==> src/rtl/mux_out_qualifier.sv <==
// mux_out_qualifier
//   Registers the 4-state output of the 2:1 multiplexer primitive, debounces it
//   into a qualified level, flags runs of unknown samples and emits one-cycle
//   rise/fall events.
//
//   state  | meaning
//   -------+-----------------------------------------------------------
//   UNK    | no level acquired yet; counting identical known samples
//   STABLE | out_q holds an accepted level
//   CAND   | a different known level is being counted toward acceptance
//
// Ports
//   clk        rising-edge clock
//   rst_n      asynchronous active-low reset
//   mux_in     4-state multiplexer output
//   enable     sample/advance qualifier
//   clr_flags  synchronous clear of x_err / x_err_cnt
//   out_q      qualified level
//   out_valid  high once a first level has been acquired
//   rise_p     one-cycle pulse on an accepted 0->1 change
//   fall_p     one-cycle pulse on an accepted 1->0 change
//   x_err      sticky: an unknown run reached XTOL
//   x_err_cnt  number of unknown runs that reached XTOL (saturating)

module mux_out_qualifier #(
    parameter int STABLE_CNT = 4,
    parameter int CNT_W      = 3,
    parameter int XTOL       = 2
) (
    input  logic       clk,
    input  logic       rst_n,
    input  logic       mux_in,
    input  logic       enable,
    input  logic       clr_flags,
    output logic       out_q,
    output logic       out_valid,
    output logic       rise_p,
    output logic       fall_p,
    output logic       x_err,
    output logic [7:0] x_err_cnt
);

    localparam int XW = (XTOL > 1) ? $clog2(XTOL + 1) : 1;
    localparam logic [CNT_W-1:0] STABLE_TC = CNT_W'(STABLE_CNT);
    localparam logic [XW-1:0]    XTOL_TC   = XW'(XTOL);

    typedef enum logic [1:0] {
        UNK    = 2'd0,
        STABLE = 2'd1,
        CAND   = 2'd2
    } state_t;

    state_t           state, state_nx;
    logic             s_val;
    logic             s_unk;
    logic             in_unk;
    logic             cand, cand_nx;
    logic [CNT_W-1:0] run_cnt, run_nx, run_inc;
    logic [XW-1:0]    x_run, xrun_nx;
    logic             out_nx, valid_nx, rise_nx, fall_nx, xerr_nx;
    logic [7:0]       xcnt_nx;

    // Anything other than a clean 0 or 1 (x or z) counts as unknown.
    assign in_unk = (mux_in !== 1'b0) && (mux_in !== 1'b1);

    always_ff @(posedge clk or negedge rst_n) begin
        if (!rst_n) begin
            s_val     <= 1'b0;
            s_unk     <= 1'b1;      // no sample captured yet
            state     <= UNK;
            cand      <= 1'b0;
            run_cnt   <= '0;
            x_run     <= '0;
            out_q     <= 1'b0;
            out_valid <= 1'b0;
            rise_p    <= 1'b0;
            fall_p    <= 1'b0;
            x_err     <= 1'b0;
            x_err_cnt <= 8'd0;
        end else begin
            if (enable) begin
                s_val <= mux_in;
                s_unk <= in_unk;
            end
            state     <= state_nx;
            cand      <= cand_nx;
            run_cnt   <= run_nx;
            x_run     <= xrun_nx;
            out_q     <= out_nx;
            out_valid <= valid_nx;
            rise_p    <= rise_nx;
            fall_p    <= fall_nx;
            x_err     <= xerr_nx;
            x_err_cnt <= xcnt_nx;
        end
    end

    always_comb begin
        state_nx = state;
        cand_nx  = cand;
        run_nx   = run_cnt;
        run_inc  = run_cnt + 1'b1;
        xrun_nx  = x_run;
        out_nx   = out_q;
        valid_nx = out_valid;
        rise_nx  = 1'b0;
        fall_nx  = 1'b0;
        xerr_nx  = x_err;
        xcnt_nx  = x_err_cnt;

        // Clear first so a coincident XTOL event below still sets the flags.
        if (clr_flags) begin
            xerr_nx = 1'b0;
            xcnt_nx = 8'd0;
        end

        if (enable) begin
            if (s_unk) begin
                run_nx = '0;
                if (state == CAND) begin
                    state_nx = STABLE;
                end
                // x_run saturates at XTOL so the error fires once per run.
                if (x_run != XTOL_TC) begin
                    xrun_nx = x_run + 1'b1;
                    if (xrun_nx == XTOL_TC) begin
                        xerr_nx = 1'b1;
                        if (xcnt_nx != 8'hFF) begin
                            xcnt_nx = xcnt_nx + 8'd1;
                        end
                    end
                end
            end else begin
                xrun_nx = '0;
                case (state)
                    UNK: begin
                        if (s_val != cand) begin
                            run_inc = CNT_W'(1);
                        end
                        cand_nx = s_val;
                        if (run_inc == STABLE_TC) begin
                            out_nx   = s_val;
                            valid_nx = 1'b1;
                            state_nx = STABLE;
                            run_nx   = '0;
                        end else begin
                            run_nx = run_inc;
                        end
                    end
                    STABLE: begin
                        if (s_val != out_q) begin
                            cand_nx = s_val;
                            if (STABLE_TC == CNT_W'(1)) begin
                                out_nx  = s_val;
                                rise_nx = s_val;
                                fall_nx = ~s_val;
                                run_nx  = '0;
                            end else begin
                                run_nx   = CNT_W'(1);
                                state_nx = CAND;
                            end
                        end
                    end
                    CAND: begin
                        if (s_val == out_q) begin
                            state_nx = STABLE;
                            run_nx   = '0;
                        end else if (run_inc == STABLE_TC) begin
                            out_nx   = s_val;
                            rise_nx  = s_val;
                            fall_nx  = ~s_val;
                            state_nx = STABLE;
                            run_nx   = '0;
                        end else begin
                            run_nx = run_inc;
                        end
                    end
                    default: begin
                        state_nx = UNK;
                        run_nx   = '0;
                    end
                endcase
            end
        end
    end

endmodule

==> config.mk <==
export PLATFORM = sky130hd
export DESIGN_NAME = mux_out_qualifier
export DESIGN_NICKNAME = d
export VERILOG_FILES = /design/src/rtl/mux_out_qualifier.sv
export SDC_FILE = /design/constraint.sdc
export NUM_CORES = 1
export LEC_CHECK = 0
export CAP_MARGIN = 20
export CELL_PAD_IN_SITES_DETAIL_PLACEMENT = 1
export CELL_PAD_IN_SITES_GLOBAL_PLACEMENT = 1
export CORE_MARGIN = 3
export CORE_UTILIZATION = 37
export DETAILED_ROUTE_END_ITERATION = 16
export HOLD_SLACK_MARGIN = 0.15
export PLACE_DENSITY_LB_ADDON = 0.1
export SYNTH_ARGS = -nofsm -noshare
export SYNTH_HDL_FRONTEND = slang
export SYNTH_SLANG_ARGS = --single-unit
==> constraint.sdc <==
create_clock -name clk -period 1.9 [get_ports clk]
set_input_delay 0.19 -clock clk [delete_from_list [all_inputs] [get_ports clk]]
set_output_delay 0.19 -clock clk [all_outputs]
set_load 0.005 [all_outputs]
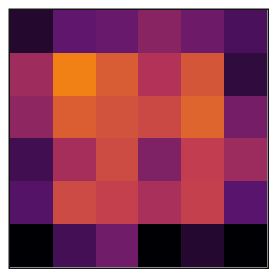
Fig. 1. Cell density map (run 1).
Drawn at 4 px/um. 6 x 6 tiles, from black (low) to pale yellow (high), 0 to 100% covered.
mean over tiles: 37%
nearly empty tiles: 8.3%
fullest tile: 71%
Pre-Place Util: 40.0%
floorplan core area: 0.00315 sq mm
Finished Core Util: 49.6%

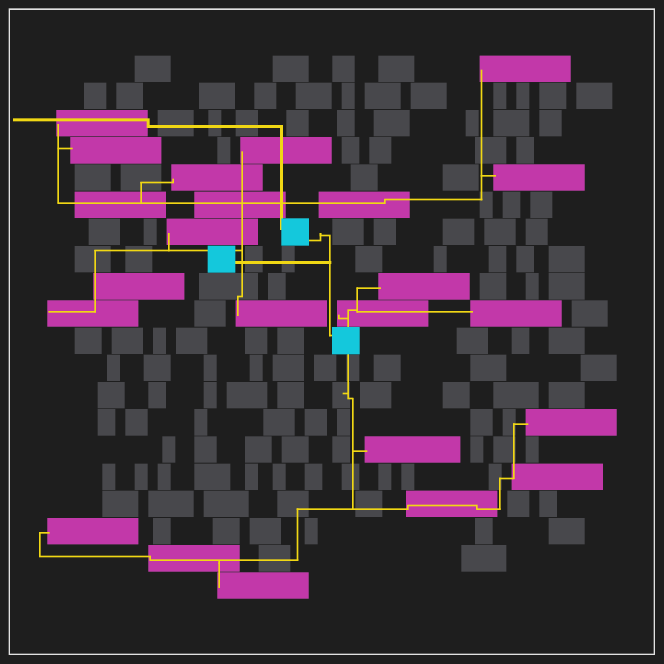
Fig. 2. Clock network drawn from the DEF (run 1).
Drawn at 10 px/um.
[clock wires] yellow | length: 291 um
[cells driving clock nets] cyan | count: 3
[flip-flops] magenta | count: 23
routed clock nets: 4
Latency at later pin: 310 ps
clock group share of total power: 16.1%
worst clock skew: 2.13 ps

==> flow_summary.toml, run 1 <==
# physical design summary
[layout]
seq_share_pct = 36.9
logic_gate_count = 92
clock_buffers = 3
fillCellCount = 385
buffers = 27
ff_latch_area_sq_um = 577
clock_area_share_pct = 1.76
post-route-cell-area_sq_mm = 0.00157

[final_timing]
report.final.slew_viol_count = 0
setup-violations-final = 0
final.setup.tns_ps = 0
max_slew.worst_pin.slew_ps = 476
finalCriticalPeriod_ps = 1800

[floorplanning]
die_h_um = 64.4
io_pins = 18
taps = 44
die_area_sq_mm = 0.00414

[drt]
first_iter_violations = 47
ant_nets = 0
wl_met2_um = 1580

[yosys]
common_cells = "dfrtp_1 (22), inv_1 (11), nand2_1 (11), nor2_1 (10), nand2b_1 (8)"
synth_chip_area_sq_mm = 0.00126
netlist_instances = 130
numSynthFlops = 23

[global_routing]
antenna_found_initial = 0
grt_use_met2_pct = 29.9
grt_max_degree = 14

[power_and_ir_drop]
power_leakage_nw = 0.638
powerComb_mw = 0.542
seq_power_share_pct = 45.3
switching_share_pct = 35.0

[placed_design]
gp_congestion = 0.838
dp.cells = 197

[worst_setup_path]
crit_chain = "ha_1 -> xnor2_1 -> or3b_1 -> a21oi_2 -> mux2_2"
cp-end-kind = "flop"
cp_num_buf_inv = 0
crit_end = "out_q"

[clocking]
cts_made_buffers = 3

[run_status]
status = "completed"

[hold_path]
hp-class = "in -> async"
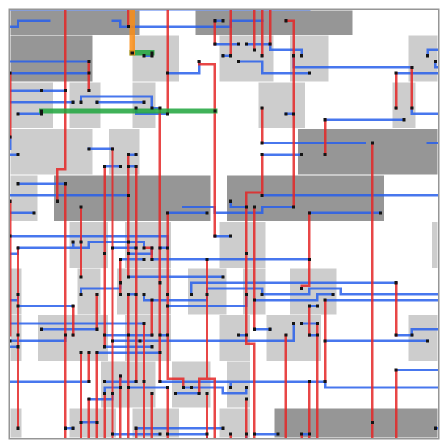
Fig. 3. Close-up of the layout (run 1).
Region (20, 20) to (45, 45) um. Cells in grey, sequential cells in the stronger grey; small squares are vias.
[met3] green
[met2] red
[met4] orange
[met1] blue
sequential cells in the window: 7
cells with their middle in the window: 40
netlist names of flops here include: `x_err_cnt` (3), `state` (2)
most frequent: dfrtp_1 (6), nand2_1 (4)

==> run 2, diff against run 1 <==
--- a/config.mk
+++ b/config.mk
@@ -5,14 +5,17 @@
 export SDC_FILE = /design/constraint.sdc
 export NUM_CORES = 1
 export LEC_CHECK = 0
+export ABC_AREA = 1
 export CAP_MARGIN = 20
 export CELL_PAD_IN_SITES_DETAIL_PLACEMENT = 1
 export CELL_PAD_IN_SITES_GLOBAL_PLACEMENT = 1
 export CORE_MARGIN = 3
-export CORE_UTILIZATION = 37
+export CORE_UTILIZATION = 35
+export CTS_CLUSTER_DIAMETER = 200
 export DETAILED_ROUTE_END_ITERATION = 16
 export HOLD_SLACK_MARGIN = 0.15
 export PLACE_DENSITY_LB_ADDON = 0.1
+export SKIP_CTS_REPAIR_TIMING = 1
 export SYNTH_ARGS = -nofsm -noshare
 export SYNTH_HDL_FRONTEND = slang
 export SYNTH_SLANG_ARGS = --single-unit
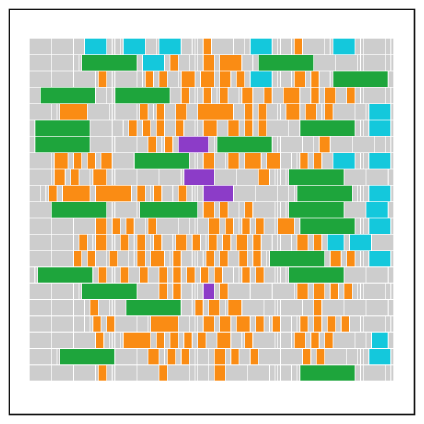
Fig. 4. Placement by cell class (run 2).
Drawn at 6 px/um. Fill, decap, tap and diode cells in grey.
[clock drivers and dummy loads] purple | cells: 4
[all other logic] orange | cells: 157
[flip-flops] green | cells: 23
[other buffers and delay cells] cyan | cells: 19
floorplan core area: 0.00347 sq mm
Finished Core Util: 46.1%

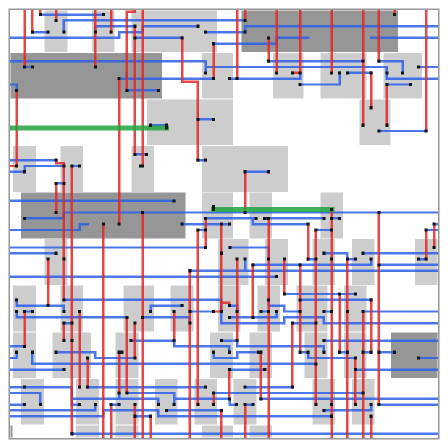
Fig. 5. Close-up of the layout (run 2).
Region (21, 21) to (46, 46) um. Cells in grey, sequential cells in the stronger grey; small squares are vias.
[met1] blue
[met2] red
[met3] green
sequential cells in the window: 3
netlist names of flops here include: `x_err_cnt` (2), `s_unk` (1)
cells with their middle in the window: 47
most frequent: nand2_1 (15), nor2_1 (11), inv_1 (4)

==> flow_summary.toml, run 2 <==
# physical design summary
[run_status]
status = "completed"

[floorplanning]
die_area_sq_mm = 0.00453
io_pins = 18
fp_util_pct = 37.9
taps = 46
die_h_um = 67.3

[worst_setup_path]
cp_num_buf_inv = 1

[power_and_ir_drop]
switching_share_pct = 39.0
pwr-share-clk_pct = 20.3
powerComb_mw = 0.531
seq_power_share_pct = 44.2

[global_routing]
grt_use_met2_pct = 26.4
antenna_found_initial = 0

[hold_path]
hp-class = "in -> async"

[drt]
first_iter_violations = 46
ant_nets = 0
wl_met2_um = 1430

[clocking]
clock_latency_ps = 260

[yosys]
common_cells = "nand2_1 (56), inv_1 (27), dfrtp_1 (22), nor2_1 (19), nand3_1 (10)"
synth_chip_area_sq_mm = 0.00132

[layout]
ff_latch_area_sq_um = 577
post-route-cell-area_sq_mm = 0.00160
fillCellCount = 448
clock_area_share_pct = 2.90
clock_buffers = 3
seq_share_pct = 36.1
buffers = 19

[final_timing]
report.final.slew_viol_count = 0
setup-violations-final = 0
final.setup.tns_ps = 0
skew_ps = 0.936
finalCriticalPeriod_ps = 1650

[placed_design]
dp.cells = 245
No activity file was given, so power comes from the tool's default toggle rates.
